File: config.mk
export PLATFORM = sky130hd
export DESIGN_NAME = univ_shift_reg
export DESIGN_NICKNAME = d
export VERILOG_FILES = /design/src/rtl/univ_shift_reg.sv
export SDC_FILE = /design/constraint.sdc
export NUM_CORES = 1
export LEC_CHECK = 0
export CORE_MARGIN = 4
export CORE_UTILIZATION = 40
export CTS_CLUSTER_SIZE = 12
export DETAILED_ROUTE_END_ITERATION = 8
export GPL_ROUTABILITY_DRIVEN = 0
export GPL_TIMING_DRIVEN = 0
export PLACE_DENSITY = 0.67
export SYNTH_ARGS = -nofsm -noshare
export SYNTH_HDL_FRONTEND = slang
export SYNTH_SLANG_ARGS = --single-unit
File: constraint.sdc
create_clock -name clk -period 2.15 [get_ports clk]
set_clock_uncertainty 0.1 [all_clocks]
set_input_delay 0.43 -clock clk [delete_from_list [all_inputs] [get_ports clk]]
set_output_delay 0.43 -clock clk [all_outputs]
set_load 0.01 [all_outputs]
File: src/rtl/univ_shift_reg.sv
// Universal shift register: parallel load, shifts, rotates, asr, clear, plus a multi-step engine.
// Optional macro SHIFT_ZERO_FLAG_EN adds zero_o = (Y_o == 0).
module univ_shift_reg #(
    parameter int WIDTH = 8,
    localparam int AMT_W = $clog2(WIDTH) + 1
) (
    input  logic             clk,
    input  logic             rst_n,
    input  logic             en_i,
    input  logic             start_i,
    input  logic [2:0]       mode_i,
    input  logic [AMT_W-1:0] amt_i,
    input  logic [WIDTH-1:0] data_i,
    input  logic             data_L,
    input  logic             data_R,
    output logic [WIDTH-1:0] Y_o,
    output logic             sout_o,
    output logic             busy_o,
    output logic             done_o
`ifdef SHIFT_ZERO_FLAG_EN
    ,
    output logic             zero_o
`endif
);

    typedef enum logic [2:0] {
        M_HOLD  = 3'b000,
        M_LOAD  = 3'b001,
        M_SHL   = 3'b010,
        M_SHR   = 3'b011,
        M_ROTL  = 3'b100,
        M_ROTR  = 3'b101,
        M_ASR   = 3'b110,
        M_CLEAR = 3'b111
    } mode_t;

    typedef enum logic {
        IDLE = 1'b0,
        RUN  = 1'b1
    } state_t;

    localparam logic [AMT_W-1:0] CNT_ONE = AMT_W'(1);

    state_t           state_q, state_d;
    mode_t            run_mode_q, run_mode_d;
    logic [AMT_W-1:0] count_q, count_d;
    logic [WIDTH-1:0] y_q, y_d;
    logic             sout_q, sout_d;
    logic             busy_q;
    logic             done_q, done_d;

    mode_t            step_mode;
    logic [WIDTH-1:0] step_y;
    logic             step_sout;
    logic             single_step_mode;
    logic [AMT_W-1:0] start_count;

    // One step of whichever mode is active: the latched mode in RUN, mode_i otherwise.
    always_comb begin
        step_mode = (state_q == RUN) ? run_mode_q : mode_t'(mode_i);
        step_y    = y_q;
        step_sout = sout_q;
        case (step_mode)
            M_HOLD:  ;
            M_LOAD:  step_y = data_i;
            M_SHL: begin
                step_y    = {y_q[WIDTH-2:0], data_R};
                step_sout = y_q[WIDTH-1];
            end
            M_SHR: begin
                step_y    = {data_L, y_q[WIDTH-1:1]};
                step_sout = y_q[0];
            end
            M_ROTL: begin
                step_y    = {y_q[WIDTH-2:0], y_q[WIDTH-1]};
                step_sout = y_q[WIDTH-1];
            end
            M_ROTR: begin
                step_y    = {y_q[0], y_q[WIDTH-1:1]};
                step_sout = y_q[0];
            end
            M_ASR: begin
                step_y    = {y_q[WIDTH-1], y_q[WIDTH-1:1]};
                step_sout = y_q[0];
            end
            M_CLEAR: begin
                step_y    = '0;
                step_sout = 1'b0;
            end
        endcase
    end

    // Hold, load and clear are idempotent, so a multi-step request runs them exactly once.
    always_comb begin
        single_step_mode = (mode_i == M_HOLD) || (mode_i == M_LOAD) || (mode_i == M_CLEAR);
        start_count      = single_step_mode ? CNT_ONE : amt_i;
    end

    always_comb begin
        state_d    = state_q;
        run_mode_d = run_mode_q;
        count_d    = count_q;
        y_d        = y_q;
        sout_d     = sout_q;
        done_d     = 1'b0;
        case (state_q)
            IDLE: begin
                if (start_i) begin
                    run_mode_d = mode_t'(mode_i);
                    count_d    = start_count;
                    if (start_count == '0) begin
                        done_d = 1'b1;
                    end else begin
                        state_d = RUN;
                    end
                end else if (en_i) begin
                    y_d    = step_y;
                    sout_d = step_sout;
                end
            end
            RUN: begin
                y_d     = step_y;
                sout_d  = step_sout;
                count_d = count_q - CNT_ONE;
                if (count_q == CNT_ONE) begin
                    state_d = IDLE;
                    done_d  = 1'b1;
                end
            end
        endcase
    end

    always_ff @(posedge clk or negedge rst_n) begin
        if (!rst_n) begin
            state_q    <= IDLE;
            run_mode_q <= M_HOLD;
            count_q    <= '0;
            y_q        <= '0;
            sout_q     <= 1'b0;
            busy_q     <= 1'b0;
            done_q     <= 1'b0;
        end else begin
            state_q    <= state_d;
            run_mode_q <= run_mode_d;
            count_q    <= count_d;
            y_q        <= y_d;
            sout_q     <= sout_d;
            busy_q     <= (state_d == RUN);
            done_q     <= done_d;
        end
    end

    assign Y_o    = y_q;
    assign sout_o = sout_q;
    assign busy_o = busy_q;
    assign done_o = done_q;

`ifdef SHIFT_ZERO_FLAG_EN
    assign zero_o = (y_q == '0);
`endif

endmodule

Run 1, routed clock nets over the placement:
(8 px per micron)
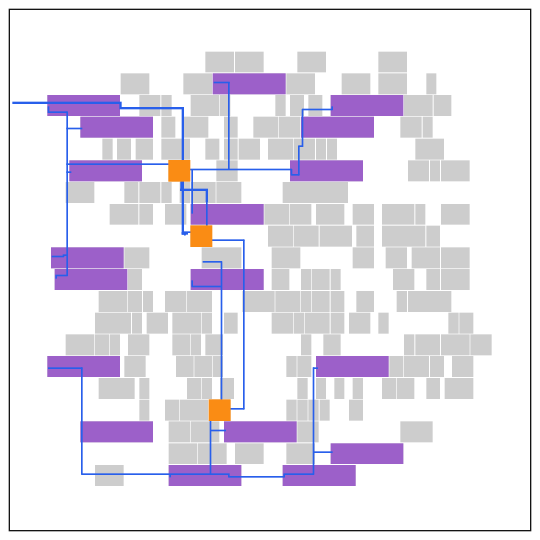
[blue] clock wires | length: 267 microns
[orange] clock-net drivers | count: 3
[purple] flip-flops | count: 18
routed clock nets	4
Clock power frac: 8.8%
clk latency late pin: 0.30 ns

Run 1, I/O pins on the die edge:
(6 px per micron) Pins as bars across the die edge, other pins in grey.
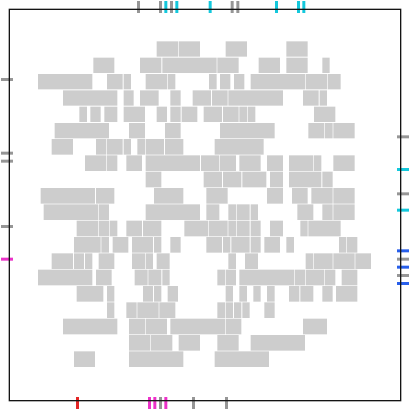
colour	port	pins	direction	edge
cyan	Y_o	8	output	6 north, 2 east
magenta	amt_i	4	input	3 south, 1 west
red	rst_n	1	input	south
blue	mode_i	3	input	east

==> Changelog: implementation, run 1 <==
### Physical design

- Final Cell Area: 0.00167 sq mm
- Comb power: 1.56 mW
- Register-to-Register Path Depth: 6
- Synth Area in Simple Gates: 18.7%
- CTS clk-pin slew, worst paths: 0.11 ns
- Mux frac, synth: 5.01%
- Reg-to-Reg End: Y_o[0]
- Root Buffer: clkbuf_4
- Pin count of the biggest net entering global routing: 19
- Leak: 0.690 nW
- WP depth: 1
- Max-Slew Margin vs Limit: between 40% and 50%
- Total number of vias: 1,268
- WP data arrival: ~1.4 ns
- H-tree levels: 1
- Vias in the first global route: between 1,000 and 1,500
- # diodes: 0
- TritonCTS sink count: 18
- Clock group: 0.214 mW
- Pwr dens: approximately 1500 mW/mm^2
- Post-layout nets: 206
- Chip area line of the yosys report: 0.00130 sq mm
- Synth Cell Area: about 0.0013 sq mm
- Ys flops: 18
- CORE AREA: 0.00308 sq mm
- Die H: 65.0 microns
- Starting DRT DRC Count: approximately 95
- Sequential cell power: 0.674 mW
- Flops: 18
- CP Class: reg -> out
- Overall power: 2.45 mW
- Largest power group: combinational cells
- Post-CTS Setup Bufs: 0
- Final wirelength: 3.40 mm
- Most frequent logic cell in the layout: clkdlybuf4s50_1
- Logic area: 757 sq um
- Crit path DRT: approximately 1.6 ns
- Dpl cell area: between 0.0015 and 0.002 sq mm
- Hold path start: mode_i[2]
- Tot GR Track Use: 17.4%
- Fill count: 305
- CTS hold repair buffers: 0
- Combinational share of cell area: 45.3%
- Std cell rows: 20
- P&R area growth vs syn: 28.6%
- Initial Utilization: 42.2%
- Mean Syn Cell Area: slightly below 9 sq um
- Status: complete, no violations
- Logic Gate Count: 115
- DPL Wire Length: roughly 2.6 mm
- Chip area: 0.00422 sq mm
- First-pass iteration count of the detailed router: 4
- Post-synth EDFFs: 0
- Tap Cells: between 40 and 50
- Num ports: 32
- Unique cell types: 45
- Ys async rst share: 100%
- Crit Path Max Fanout: 7
- RSZ-0062 raised after global routing: false
- DR WL/cell: approximately 15 microns
- Crit-path cells: clkdlybuf4s50_1
- Most used flip-flop cell: dfrtp_1
- Syn nets: 173
- Worst slew pin tran: 0.830 ns
- NetSw: 1.10 mW
- CP Launch Point: Y_o[7]
- Layout cells sized above 1: 13.7%
- Worst hold endpoint: run_mode_q[2]
- Critical Path Source Type: flip-flop
- Top logic family: AND-OR/OR-AND gates
- Yosys Instances: 150
- CTS Buf Count: 3
- Top cells excl fill/tap: clkdlybuf4s50_1 (28), nand2_1 (22), dfrtp_1 (18), a21oi_1 (10), nor2_1 (9)
- Complex Gates by Area: 30.6%
- Hold path depth: 3
- Routed Antenna Nets: 0
- Pint: 1.35 mW
- Count leader, synth: nand2_1
- FF-to-FF setup slack: about 0.39 ns
- Final period util: 89.6%
- Reg power frac: 27.6%
- XOR Share, Synth: 2.02%
- Die W: 65.0 microns
- Worst r2r src: busy_o
- Initial antenna violation count: 0
- Synthesis Warnings: 0
- CTS max path bufs: 2
- Clk_buf instances: 4
- CP Capture Point: Y_o[7]
- Setup TNS: 0 ns
- Seq/Total Area, Yosys: 34.7%
- CTS tree: done
- Final hold viol count: 0
- Bufs w/o clock: 37
- Top cell area share: 34.7%
- Non-clock buffer share: 20.4%
- Commonest cells in the netlist: nand2_1 (22), dfrtp_1 (18), a21oi_1 (10)
- Buffers plus inverters on the worst setup path: 1
- Count of final setup violators: 0
- Synth area leader: dfrtp_1
- Worst Setup End Kind: output port
- Grt total ovfl: 0
- Adder share: under 10%
- Clock buf/inv share: 2.17%
- CP top delay family: buffers and inverters
- Max rail drop VDD: 0.571 mV
- Combinational Power Share: 63.7%
- Sw Ratio: 44.8%
- Max-cap viol count: 0
- Flop area: around 450 sq um
- Dominant kind of cell: combinational gates
- PostCTS Resize Cnt: 0
- Min-delay worst type: in -> reg
- First-pass GRT wire length: 5.77 mm
- Slew Limit Fails: 0
- Tool warnings: 27
- Via density: 5.61
- Invs w/o clock: 8
- Seq area share: approximately 27%
- Crit-path slowest cell: clkdlybuf4s50_1
- Synth Instances: 150
- DRC viols: 0
- Number of buffers inserted by port buffering: 28
- Final Critical Period: just under 2 ns
- CP peak stage delay: 0.59 ns
- Fmax: 0.519 GHz
- Top cells by area: dfrtp_1 (35%), nand2_1 (6.4%), a21oi_1 (3.9%)
Run 1, gate-type map:
(6 px per micron)
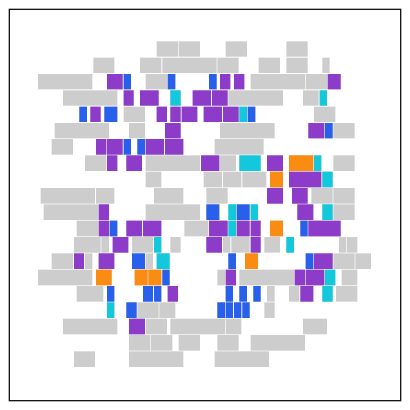
colour	family	cells	most used
purple	aoi and oai cells	48	a21oi_1
blue	nand cells	28	nand2_1
cyan	nor cells	16	nor2_1
orange	and/or cells	7	and3_1

[run 1: metrics by stage]
stage | hold WS (ns) | utilization, % | worst slack [ns] | instances
6_report | 0.317 | 54.3 | 0.223 | 226
5_1_grt | 0.316 | 54.3 | 0.177 | 226
4_1_cts | 0.304 | 54.3 | 0.197 | 226
3_5_place_dp | 0.394 | 53.1 | 0.0419 | 222
3_3_place_gp | 0.378 | 53.1 | 0.0452 | 222
2_1_floorplan | 0.0344 | - | 0.460 | 150
[run 1: sequential cells by signal (all words and copies together), names as in the netlist]
name,count
Y_o,8
run_mode_q,3
count_q,4
busy_o,1
done_o,1
sout_o,1
[run 1: layer usage]
metal	share of wire (%)	GRT usage [%]	vias up
met3	4.7	2.95	2
li1	-	-	633
met5	0	0	-
met1	45	22.1	601
met4	0.44	4.75	0
met2	50	30.0	32
Run 1, clock wiring as the flow saved it:
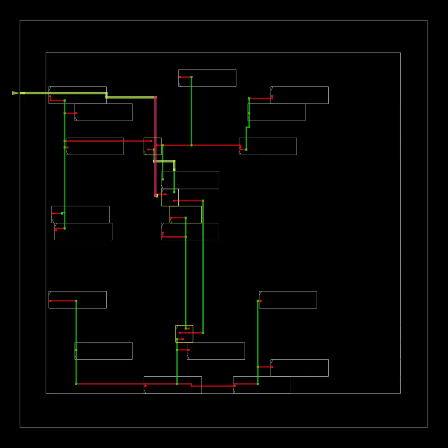

==> run 2: changes to the inputs <==
CORE_UTILIZATION = 49   (was 40)
PLACE_DENSITY = 0.79   (was 0.67)
Run 2, clock wiring as the flow saved it:
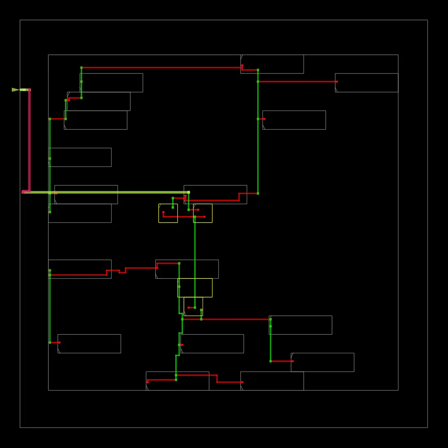
Flops: 18
clk latency late pin: 0.29 ns
TritonCTS sink count: 18

Run 2, wiring by layer:
(4 px per micron) Two of the layers only.
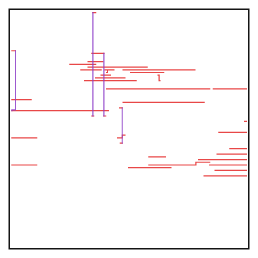
colour	layer	wire length
red	M3	277 microns
purple	M4	66.2 microns

==> Changelog: implementation, run 2 <==
### Physical design

- Clock buf/inv share: around 2.2%
- Worst hold endpoint: run_mode_q[1]
- CTS tree: done
- Max reg flops: 8
- WP depth: 1
- CP Class: reg -> out
- CP top delay family: buffers and inverters
- Chip area line of the yosys report: 0.00130 sq mm
- Commonest cells in the netlist: nand2_1 (22), dfrtp_1 (18), a21oi_1 (10)
- Most frequent logic cell in the layout: clkdlybuf4s50_1
- Initial antenna violation count: 0
- CTS Buf Count: 3
- Unique cell types: 45
- Final period util: 89.6%
- Max-cap viol count: 0
- WL met3: roughly 280 microns
- Met3 Use GR: about 3.3%
- CP Launch Point: Y_o[7]
- Status: complete, no violations
- Die H: 59.5 microns
- Top cells by area: dfrtp_1 (35%), nand2_1 (6.4%), a21oi_1 (3.9%)
- Max rail drop VDD: a little over 0.8 mV
- Count of final setup violators: 0
- CORE AREA: approximately 0.0025 sq mm
- Bufs w/o clock: 37
- Syn nets: 173
- H-tree levels: 1
- DRC viols: 0
- Register-to-Register Path Depth: 6
- Ys async rst share: 100%
- Synth Cell Area: 0.00130 sq mm
- Synth area leader: dfrtp_1
- Busiest grt layer: met2
- First-pass iteration count of the detailed router: 4
- Pin count of the biggest net entering global routing: 19
- CP peak stage delay: approximately 0.59 ns
- Synth Instances: roughly 150
- Ys flops: 18
- WP data arrival: between 1 and 1.5 ns
- Post-CTS Setup Bufs: 0
- Final Cell Area: 0.00165 sq mm
- Crit-path slowest cell: clkdlybuf4s50_1
- Count leader, synth: nand2_1
- Hold path start: mode_i[1]
- Routing usage on met2: roughly 32%
- Overall power: 2.45 mW
- Crit Path Max Fanout: 7
- Grt total ovfl: 0
- Post-layout nets: 206
- Routed wl met2: 1.58 mm
- Mean Syn Cell Area: 8.66 sq um
- Synthesis Warnings: 0
- Tap Cells: 30
- Flop area: 450 sq um
- Invs w/o clock: 8
- Post-synth EDFFs: 0
- DPL Wire Length: 2.54 mm
- DR WL/cell: 15.8 microns
- Crit path DRT: approximately 1.6 ns
- Worst Setup End Kind: output port
- Dpl cell area: approximately 0.0016 sq mm
- Pwr dens: ~1500 mW/mm^2
- PostCTS Resize Cnt: 0
- Routed Antenna Nets: 0
- Metal1 wirelength: ~1.4 mm
- CTS clk-pin slew, worst paths: 0.11 ns
- Yosys Instances: 150
- Seq/Total Area, Yosys: 34.7%
- Final hold viol count: 0
[run 2: cell counts after synthesis]
Identical to the previous run, type by type.
[run 2: stage by stage]
step / std cells / util (%)
after floorplan: 150 / -
after global placement: 208 / 64.7
after detailed placement: 208 / 64.7
after CTS: 212 / 66.1
after global routing: 212 / 66.1
final: 212 / 66.1
[run 2: kinds of logic after synthesis]
logic type / after synthesis / share of synthesized area, %
xor+xnor: 3 / 2.02
mux: 5 / 5.01
simple gates: 51 / 18.7
compound gates: 54 / 30.6
buf+inv: 17 / 7.03
fa+ha+maj: 2 / 1.93
flops: 18 / 34.7
[run 2: power by group]
part           switching (mW)  total, mW  internal [mW]
Combinational           0.822       1.56          0.736
Sequential              0.163      0.676          0.512
Clock                   0.110      0.213          0.103
Total                    1.10       2.45           1.35
==> run 3: changes to the inputs <==
ABC_AREA = 0   (was default)
CAP_MARGIN = 20   (was default)
Run 3, wiring by layer:
(4 px per micron) Two of the layers only.
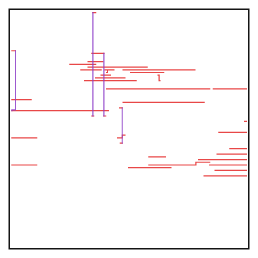
colour	layer	wire length
purple	M4	66.2 microns
red	M3	277 microns
final wirelength: 3.35 mm
DR WL/cell: 15.8 microns
total number of vias: 1,284
Tot GR Track Use: 20.8%

==> Changelog: implementation, run 3 <==
### Physical design

- Top logic family: AND-OR/OR-AND gates
- Via density: 6.06
- Initial Utilization: 52.0%
- Tap Cells: 30
- Top cell area share: 34.7%
- CTS max path bufs: 2
- CP peak stage delay: 0.59 ns
- Crit path DRT: roughly 1.6 ns
- Final Critical Period: 1.93 ns
- Register-to-Register Path Depth: 6
- P&R area growth vs syn: 27.3%
- Mux frac, synth: under 10%
- CTS clk-pin slew, worst paths: 0.11 ns
- Pwr dens: 1480 mW/mm^2
- TritonCTS sink count: 18
- Final setup margin: 0.223 ns
- CP Class: reg -> out
- Unique cell types: 45
- Mean Syn Cell Area: slightly below 9 sq um
- Uppermost layer routed: met4
- Clock power frac: 8.7%
- Clock buf/inv share: 2.20%
- Yosys Instances: 150
- Overall power: about 2.4 mW
- Max-Slew Margin vs Limit: 43.5%
- Worst slew pin tran: about 0.85 ns
- Routed Antenna Nets: 0
- Flops: 18
- Final hold slack: approximately 0.32 ns
- PostCTS Resize Cnt: 0
- Initial antenna violation count: 0
- CTS Buf Count: 3
- Worst r2r src: busy_o
- CP Capture Point: Y_o[7]
- Layout cells sized above 1: 13.7%
- Final Cell Area: 0.00165 sq mm
- Synth Area in Simple Gates: 18.7%
- Non-clock buffer share: 20.7%
- Sw Ratio: 44.8%
- Most frequent logic cell in the layout: clkdlybuf4s50_1
- Bufs w/o clock: 37
- XOR Share, Synth: between 2 and 2.5%
- Pre-CTS setup slack: 0.0631 ns
- Top cells by area: dfrtp_1 (35%), nand2_1 (6.4%), a21oi_1 (3.9%)
- Reg power frac: 27.6%
- Starting DRT DRC Count: 45
- Ys async rst share: 100%
- Clock group: 0.213 mW
- Root Buffer: clkbuf_4
- Min-delay worst type: in -> reg
- Num ports: 32
- Critical Path Source Type: flip-flop
- WP data arrival: 1.40 ns
- DRC viols: 0
- Status: complete, no violations
- First-pass iteration count of the detailed router: 4
- First-pass GRT wire length: 5.66 mm
- WL met3: 276 microns
- CORE AREA: 0.00250 sq mm
- Ys flops: 18
- Clk_buf instances: 4
- Crit-path cells: clkdlybuf4s50_1
- Max-cap viol count: 0
- Leak: between 0.6 and 0.7 nW
- Commonest cells in the netlist: nand2_1 (22), dfrtp_1 (18), a21oi_1 (10)
- Count leader, synth: nand2_1
- CTS hold repair buffers: 0
- Chip area: 0.00354 sq mm
- Crit Path Max Fanout: 7
- Synth Instances: 150
- Core Util, Final: 66.1%
- Max rail drop VDD: 0.817 mV
- Post-synth EDFFs: 0
- Largest power group: combinational cells
- FF-to-FF setup slack: 0.39 ns
- Adder share: approximately 1.9%
- Logic area: 757 sq um
- Fill count: between 200 and 250
- Count of final setup violators: 0
- Die H: approximately 60 microns
- WP depth: 1
- Max reg flops: 8
- H-tree levels: 1
- Slew Limit Fails: 0
- Post-CTS Setup Bufs: 0
- Number of buffers inserted by port buffering: 28
- Logic Gate Count: 115
- CP top delay family: buffers and inverters
- Worst Setup End Kind: output port
- Seq/Total Area, Yosys: 34.7%
- CP Launch Point: Y_o[7]
- Dpl cell area: between 0.0015 and 0.002 sq mm
Run 3, I/O pins on the die edge:
(6 px per micron) Pins as bars across the die edge, other pins in grey.
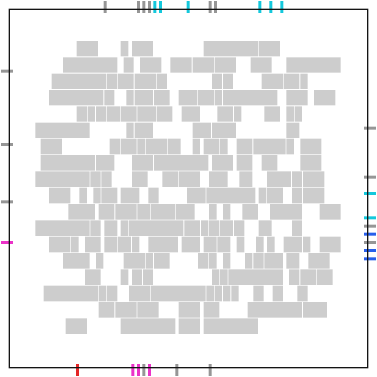
colour	port	pins	direction	edge
magenta	amt_i	4	input	3 south, 1 west
blue	mode_i	3	input	east
cyan	Y_o	8	output	6 north, 2 east
red	rst_n	1	input	south
all pins by edge	12 north, 9 east, 7 south, 4 west

## run 3: cell counts after synthesis
Identical to the previous run, type by type.
## run 3: how the worst min path moves through the flow
stage	startpoint	endpoint	slack (ns)	cells after the start
finish	mode_i[1]	run_mode_q[1]	0.32	3
global route	mode_i[2]	run_mode_q[2]	0.33	3
CTS	mode_i[2]	run_mode_q[2]	0.31	3
detailed placement	sout_o	sout_o	0.39	2
global placement	sout_o	sout_o	0.38	2
floorplan	rst_n	Y_o[0]	0.03	0
## run 3: per-layer routing
| metal | track usage, % | vias to the layer above |
|---|---|---|
| met2 | 32.4 | 55 |
| li1 | - | 624 |
| met4 | 9.71 | 0 |
| met3 | 3.27 | 8 |
| met5 | 0 | - |
| met1 | 28.1 | 597 |
Power figures rest on the tool's default switching activity, not on a simulated workload.
